==> src/rtl/pcs_sync_fsm_param_if.sv <==
// Bus bundle for pcs_sync_fsm_param: classifier-side code-group strobe in,
// synchronization status, SUDI and statistics out.
interface pcs_sync_fsm_param_if;
  // Handshake: cg_valid is a one-cycle strobe with no back-pressure; every
  // cycle it is high (with signal_detect high) one code group is consumed.
  // SUDI_valid is the matching one-cycle strobe on the output side.
  logic        cg_valid;
  logic [9:0]  rx_code_group;
  logic        rx_cg_invalid;
  logic        rx_cg_is_data;
  logic        signal_detect;

  logic        code_sync_status;
  logic        rx_even;
  logic [9:0]  SUDI;
  logic        SUDI_valid;
  logic [15:0] sync_loss_count;
  logic [15:0] bad_cg_count;
  // Debug view of the FSM: 0 LOSS_OF_SYNC, 1 COMMA_DETECT, 2 ACQUIRE_SYNC, 3 SYNC_ACQUIRED
  logic [1:0]  state_dbg;

  modport master (
    output cg_valid, rx_code_group, rx_cg_invalid, rx_cg_is_data, signal_detect,
    input  code_sync_status, rx_even, SUDI, SUDI_valid,
    input  sync_loss_count, bad_cg_count, state_dbg
  );

  modport slave (
    input  cg_valid, rx_code_group, rx_cg_invalid, rx_cg_is_data, signal_detect,
    output code_sync_status, rx_even, SUDI, SUDI_valid,
    output sync_loss_count, bad_cg_count, state_dbg
  );
endinterface

==> src/rtl/pcs_sync_fsm_param.sv <==
// 1000BASE-X style code-group synchronization FSM with parametrised thresholds.
// Optional statistics counters are built when PCS_SYNC_STATS_EN is defined.
module pcs_sync_fsm_param #(
  parameter int COMMAS_TO_SYNC  = 3,
  parameter int BAD_TO_LOSE     = 4,
  parameter int GOOD_TO_RECOVER = 4
) (
  input logic                  Clk,
  input logic                  Reset,
  pcs_sync_fsm_param_if.slave  bus
);

  localparam int CW = $clog2(COMMAS_TO_SYNC + 1);
  localparam int BW = $clog2(BAD_TO_LOSE + 1);
  localparam int GW = $clog2(GOOD_TO_RECOVER + 1);

  localparam logic [CW-1:0] COMMA_TARGET = CW'(COMMAS_TO_SYNC);
  localparam logic [BW-1:0] BAD_LAST     = BW'(BAD_TO_LOSE - 1);
  localparam logic [GW-1:0] GOOD_LAST    = GW'(GOOD_TO_RECOVER - 1);

  typedef enum logic [1:0] {
    LOSS_OF_SYNC  = 2'd0,
    COMMA_DETECT  = 2'd1,
    ACQUIRE_SYNC  = 2'd2,
    SYNC_ACQUIRED = 2'd3
  } state_t;

  state_t        r_state;
  logic [CW-1:0] r_comma_cnt;
  logic [BW-1:0] r_bad_lvl;
  logic [GW-1:0] r_good_cnt;
  logic          r_rx_even;
  logic [9:0]    r_sudi;
  logic          r_sudi_valid;

  state_t        w_state_nxt;
  logic [CW-1:0] w_comma_cnt_nxt;
  logic [BW-1:0] w_bad_lvl_nxt;
  logic [GW-1:0] w_good_cnt_nxt;
  logic          w_rx_even_nxt;

  logic w_comma;
  logic w_cgbad;
  logic w_accept;

  assign w_comma  = (bus.rx_code_group[9:3] == 7'b0011111) ||
                    (bus.rx_code_group[9:3] == 7'b1100000);
  // A comma is only legal on an even position, i.e. when the previous group was odd.
  assign w_cgbad  = bus.rx_cg_invalid | (w_comma & r_rx_even);
  assign w_accept = bus.cg_valid & bus.signal_detect;

  always_ff @(posedge Clk) begin
    if (Reset) begin
      r_state      <= LOSS_OF_SYNC;
      r_comma_cnt  <= '0;
      r_bad_lvl    <= '0;
      r_good_cnt   <= '0;
      r_rx_even    <= 1'b0;
      r_sudi       <= '0;
      r_sudi_valid <= 1'b0;
    end else begin
      r_state      <= w_state_nxt;
      r_comma_cnt  <= w_comma_cnt_nxt;
      r_bad_lvl    <= w_bad_lvl_nxt;
      r_good_cnt   <= w_good_cnt_nxt;
      r_rx_even    <= w_rx_even_nxt;
      r_sudi_valid <= w_accept;
      if (w_accept) begin
        r_sudi <= bus.rx_code_group;
      end
    end
  end

  always_comb begin
    w_state_nxt     = r_state;
    w_comma_cnt_nxt = r_comma_cnt;
    w_bad_lvl_nxt   = r_bad_lvl;
    w_good_cnt_nxt  = r_good_cnt;
    w_rx_even_nxt   = r_rx_even;

    if (!bus.signal_detect) begin
      w_state_nxt     = LOSS_OF_SYNC;
      w_comma_cnt_nxt = '0;
      w_bad_lvl_nxt   = '0;
      w_good_cnt_nxt  = '0;
    end else if (bus.cg_valid) begin
      w_rx_even_nxt = ~r_rx_even;
      case (r_state)
        LOSS_OF_SYNC: begin
          if (w_comma) begin
            w_state_nxt     = COMMA_DETECT;
            w_comma_cnt_nxt = CW'(1);
            w_rx_even_nxt   = 1'b1;
          end
        end
        COMMA_DETECT: begin
          // rx_even is always 1 here, so the default toggle lands on 0.
          if (bus.rx_cg_is_data && !bus.rx_cg_invalid) begin
            if (r_comma_cnt < COMMA_TARGET) begin
              w_state_nxt = ACQUIRE_SYNC;
            end else begin
              w_state_nxt    = SYNC_ACQUIRED;
              w_bad_lvl_nxt  = '0;
              w_good_cnt_nxt = '0;
            end
          end else begin
            w_state_nxt = LOSS_OF_SYNC;
          end
        end
        ACQUIRE_SYNC: begin
          if (w_cgbad) begin
            w_state_nxt = LOSS_OF_SYNC;
          end else if (w_comma) begin
            w_state_nxt     = COMMA_DETECT;
            w_comma_cnt_nxt = r_comma_cnt + CW'(1);
            w_rx_even_nxt   = 1'b1;
          end
        end
        SYNC_ACQUIRED: begin
          if (w_cgbad) begin
            if (r_bad_lvl == BAD_LAST) begin
              w_state_nxt    = LOSS_OF_SYNC;
              w_bad_lvl_nxt  = '0;
              w_good_cnt_nxt = '0;
            end else begin
              w_bad_lvl_nxt  = r_bad_lvl + BW'(1);
              w_good_cnt_nxt = '0;
            end
          end else if (r_bad_lvl != '0) begin
            if (r_good_cnt == GOOD_LAST) begin
              w_bad_lvl_nxt  = r_bad_lvl - BW'(1);
              w_good_cnt_nxt = '0;
            end else begin
              w_good_cnt_nxt = r_good_cnt + GW'(1);
            end
          end
        end
        default: begin
          w_state_nxt = LOSS_OF_SYNC;
        end
      endcase
    end
  end

  always_comb begin
    bus.code_sync_status = (r_state == SYNC_ACQUIRED);
    bus.rx_even          = r_rx_even;
    bus.SUDI             = r_sudi;
    bus.SUDI_valid       = r_sudi_valid;
    bus.state_dbg        = r_state;
  end

`ifdef PCS_SYNC_STATS_EN
  logic [15:0] r_sync_loss_count;
  logic [15:0] r_bad_cg_count;
  logic        w_loss_evt;
  logic        w_bad_evt;

  assign w_loss_evt = (r_state == SYNC_ACQUIRED) && (w_state_nxt == LOSS_OF_SYNC);
  assign w_bad_evt  = w_accept && (r_state == SYNC_ACQUIRED) && w_cgbad;

  always_ff @(posedge Clk) begin
    if (Reset) begin
      r_sync_loss_count <= '0;
      r_bad_cg_count    <= '0;
    end else begin
      if (w_loss_evt && (r_sync_loss_count != 16'hFFFF)) begin
        r_sync_loss_count <= r_sync_loss_count + 16'd1;
      end
      if (w_bad_evt && (r_bad_cg_count != 16'hFFFF)) begin
        r_bad_cg_count <= r_bad_cg_count + 16'd1;
      end
    end
  end

  assign bus.sync_loss_count = r_sync_loss_count;
  assign bus.bad_cg_count    = r_bad_cg_count;
`else
  assign bus.sync_loss_count = 16'd0;
  assign bus.bad_cg_count    = 16'd0;
`endif

endmodule

==> src/flat_wrapper.sv <==
// flat-port wrapper written by rule: the top's interface ports become plain ports
module pcs_sync_fsm_param_flat 
#(
  parameter int COMMAS_TO_SYNC  = 3,
  parameter int BAD_TO_LOSE     = 4,
  parameter int GOOD_TO_RECOVER = 4
)
  (Clk, Reset, bus_cg_valid, bus_rx_code_group, bus_rx_cg_invalid, bus_rx_cg_is_data, bus_signal_detect, bus_code_sync_status, bus_rx_even, bus_SUDI, bus_SUDI_valid, bus_sync_loss_count, bus_bad_cg_count, bus_state_dbg);
  pcs_sync_fsm_param_if bus_i ();
  input logic Clk;
  input logic Reset;
  input wire logic [$bits(bus_i.cg_valid)-1:0] bus_cg_valid;
  input wire logic [$bits(bus_i.rx_code_group)-1:0] bus_rx_code_group;
  input wire logic [$bits(bus_i.rx_cg_invalid)-1:0] bus_rx_cg_invalid;
  input wire logic [$bits(bus_i.rx_cg_is_data)-1:0] bus_rx_cg_is_data;
  input wire logic [$bits(bus_i.signal_detect)-1:0] bus_signal_detect;
  output wire logic [$bits(bus_i.code_sync_status)-1:0] bus_code_sync_status;
  output wire logic [$bits(bus_i.rx_even)-1:0] bus_rx_even;
  output wire logic [$bits(bus_i.SUDI)-1:0] bus_SUDI;
  output wire logic [$bits(bus_i.SUDI_valid)-1:0] bus_SUDI_valid;
  output wire logic [$bits(bus_i.sync_loss_count)-1:0] bus_sync_loss_count;
  output wire logic [$bits(bus_i.bad_cg_count)-1:0] bus_bad_cg_count;
  output wire logic [$bits(bus_i.state_dbg)-1:0] bus_state_dbg;
  assign bus_i.cg_valid = bus_cg_valid;
  assign bus_i.rx_code_group = bus_rx_code_group;
  assign bus_i.rx_cg_invalid = bus_rx_cg_invalid;
  assign bus_i.rx_cg_is_data = bus_rx_cg_is_data;
  assign bus_i.signal_detect = bus_signal_detect;
  assign bus_code_sync_status = bus_i.code_sync_status;
  assign bus_rx_even = bus_i.rx_even;
  assign bus_SUDI = bus_i.SUDI;
  assign bus_SUDI_valid = bus_i.SUDI_valid;
  assign bus_sync_loss_count = bus_i.sync_loss_count;
  assign bus_bad_cg_count = bus_i.bad_cg_count;
  assign bus_state_dbg = bus_i.state_dbg;
  pcs_sync_fsm_param #(.COMMAS_TO_SYNC(COMMAS_TO_SYNC), .BAD_TO_LOSE(BAD_TO_LOSE), .GOOD_TO_RECOVER(GOOD_TO_RECOVER)) u_core (.Clk(Clk), .Reset(Reset), .bus(bus_i));
endmodule
==> config.mk <==
export PLATFORM = sky130hd
export DESIGN_NAME = pcs_sync_fsm_param_flat
export DESIGN_NICKNAME = d
export VERILOG_FILES = /design/src/rtl/pcs_sync_fsm_param_if.sv /design/src/rtl/pcs_sync_fsm_param.sv /design/src/flat_wrapper.sv
export SDC_FILE = /design/constraint.sdc
export NUM_CORES = 1
export LEC_CHECK = 0
export CORE_ASPECT_RATIO = 1.25
export CORE_MARGIN = 3
export CORE_UTILIZATION = 41
export CTS_CLUSTER_SIZE = 24
export DETAILED_ROUTE_END_ITERATION = 10
export PLACE_DENSITY = 0.79
export SYNTH_ARGS = -nofsm -noshare
export SYNTH_HDL_FRONTEND = slang
export SYNTH_SLANG_ARGS = --single-unit
==> constraint.sdc <==
create_clock -name Clk -period 2.7 [get_ports Clk]
set_clock_uncertainty 0.15 [all_clocks]
set_input_delay 0.54 -clock Clk [delete_from_list [all_inputs] [get_ports Clk]]
set_output_delay 0.54 -clock Clk [all_outputs]
set_load 0.03 [all_outputs]
==> summary.txt <==
Status of the implementation.

- The run finished with clean final reports.
- The cell count after synthesis is between 150 and 200, for reference.
- By count the netlist is led by 32 x sky130_fd_sc_hd__buf_4, 30 x sky130_fd_sc_hd__nand2_1, 22 x sky130_fd_sc_hd__dfxtp_1, 15 x sky130_fd_sc_hd__a21oi_1, 6 x sky130_fd_sc_hd__nand2b_1.
- Sorting the synthesis cell report by count puts at the top sky130_fd_sc_hd__buf_4.
- In the final timing run, aggregate negative setup slack is 0 ns.
- The HPWL after detailed placement is 2.332 mm, for reference.
- Summed over all combinational cells, the power is about 170 µW.
- No sink is reached through more buffers than the 2 on the longest clock path.
- Recorded from the global router log, the overflow total was 0.
- The congestion estimate from routability-driven global placement came to between 0.8 and 0.9.
- In the synthesized netlist the async set-or-reset flop fraction comes to 0%.
- The most used routing layer in global routing is met2, for reference.
- The share of total power dissipated in combinational logic is 21.8%.
- The post-route standard cell area excluding fillers is ~1700 µm², for reference.
- The maximum fanout along the worst path is 10, for reference.
- The biggest cell delay along the critical path is a little over 0.7 ns, for reference.
- The netlist area before placement is 1381 µm², for reference.
- In this run the remaining antenna-violating nets after routing total 0.
- The die covers around 4100 µm².
- In this run the worst setup path terminates at bus_code_sync_status.
- Per the timing report, the most critical flop-to-flop path finishes at u_core.r_bad_lvl[2].
[layout by cell type (no fill, tap or decap), types with 4 or more instances in the layout]
cell                              count
sky130_fd_sc_hd__conb_1              32
sky130_fd_sc_hd__nand2_1             30
sky130_fd_sc_hd__clkdlybuf4s50_1     30
sky130_fd_sc_hd__dfxtp_1             22
sky130_fd_sc_hd__a21oi_1             15
sky130_fd_sc_hd__buf_4                9
sky130_fd_sc_hd__nand2b_1             6
sky130_fd_sc_hd__nor2b_1              5
sky130_fd_sc_hd__ha_1                 5
sky130_fd_sc_hd__and2_1               4
[area by class of cell]
type / instances / area (µm²)
flip-flops and latches: 22 / 440.4
well taps: 36 / 45.04
inverters: 3 / 11.26
clock inverters: 1 / 30.03
multi-input cells: 137 / 787.0
fillers: 290 / 1379
repair buffers: 39 / 367.9
clock buffers: 3 / 22.52
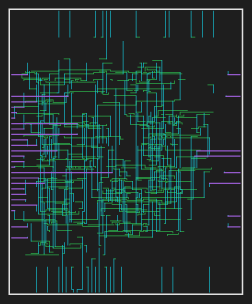
wires.png
Scale: 4 px per µm.
legend:
  purple:
    layer: metal 3
    wire_length: 203 µm
  green:
    layer: metal 1
    wire_length: 1240 µm
  cyan:
    layer: metal 2
    wire_length: 1500 µm
total global routing track utilization: 14.79%
total vias in the final route: 1154
Final Routed Wirelength: 2.947 mm
average wire per cell in the routed design: 12.23 µm

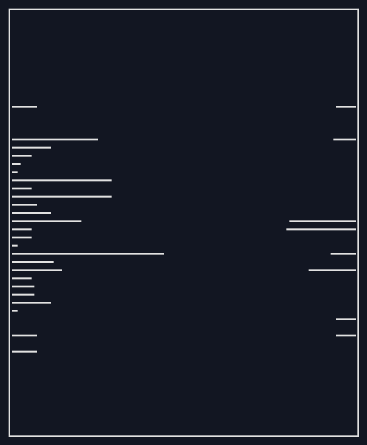
layer_met3.png
Scale: 6 px per µm.
share of all routed wire: 6.9%
nets with wire on the layer: 33
met3 Track Usage GR: 3.650%

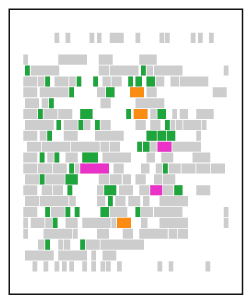
logic_types.png
Scale: 4 px per µm.
legend:
  green:
    family: NAND gates
    cells: 44
  orange:
    family: multiplexers
    cells: 3
  magenta:
    family: AND-OR and OR-AND gates
    cells: 3
final non-filler cell total: 241
most common cell after layout, fill and taps aside: sky130_fd_sc_hd__conb_1
multi-input gate share of the layout cell area: 46.18%

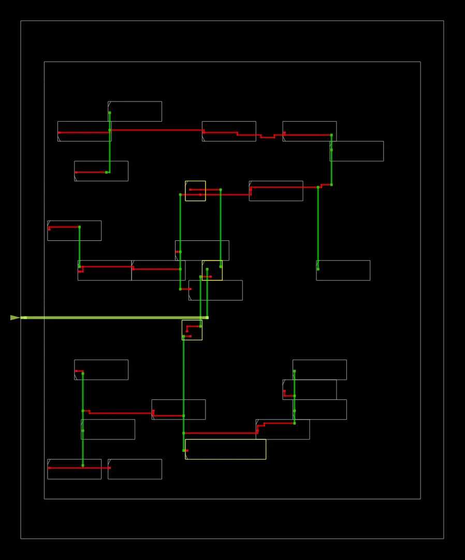
clocks.png
Clock Latency Late Sink: 0.31 ns
Num CTS Buffers: 3

Power figures rest on the tool's default switching activity, not on a simulated workload.
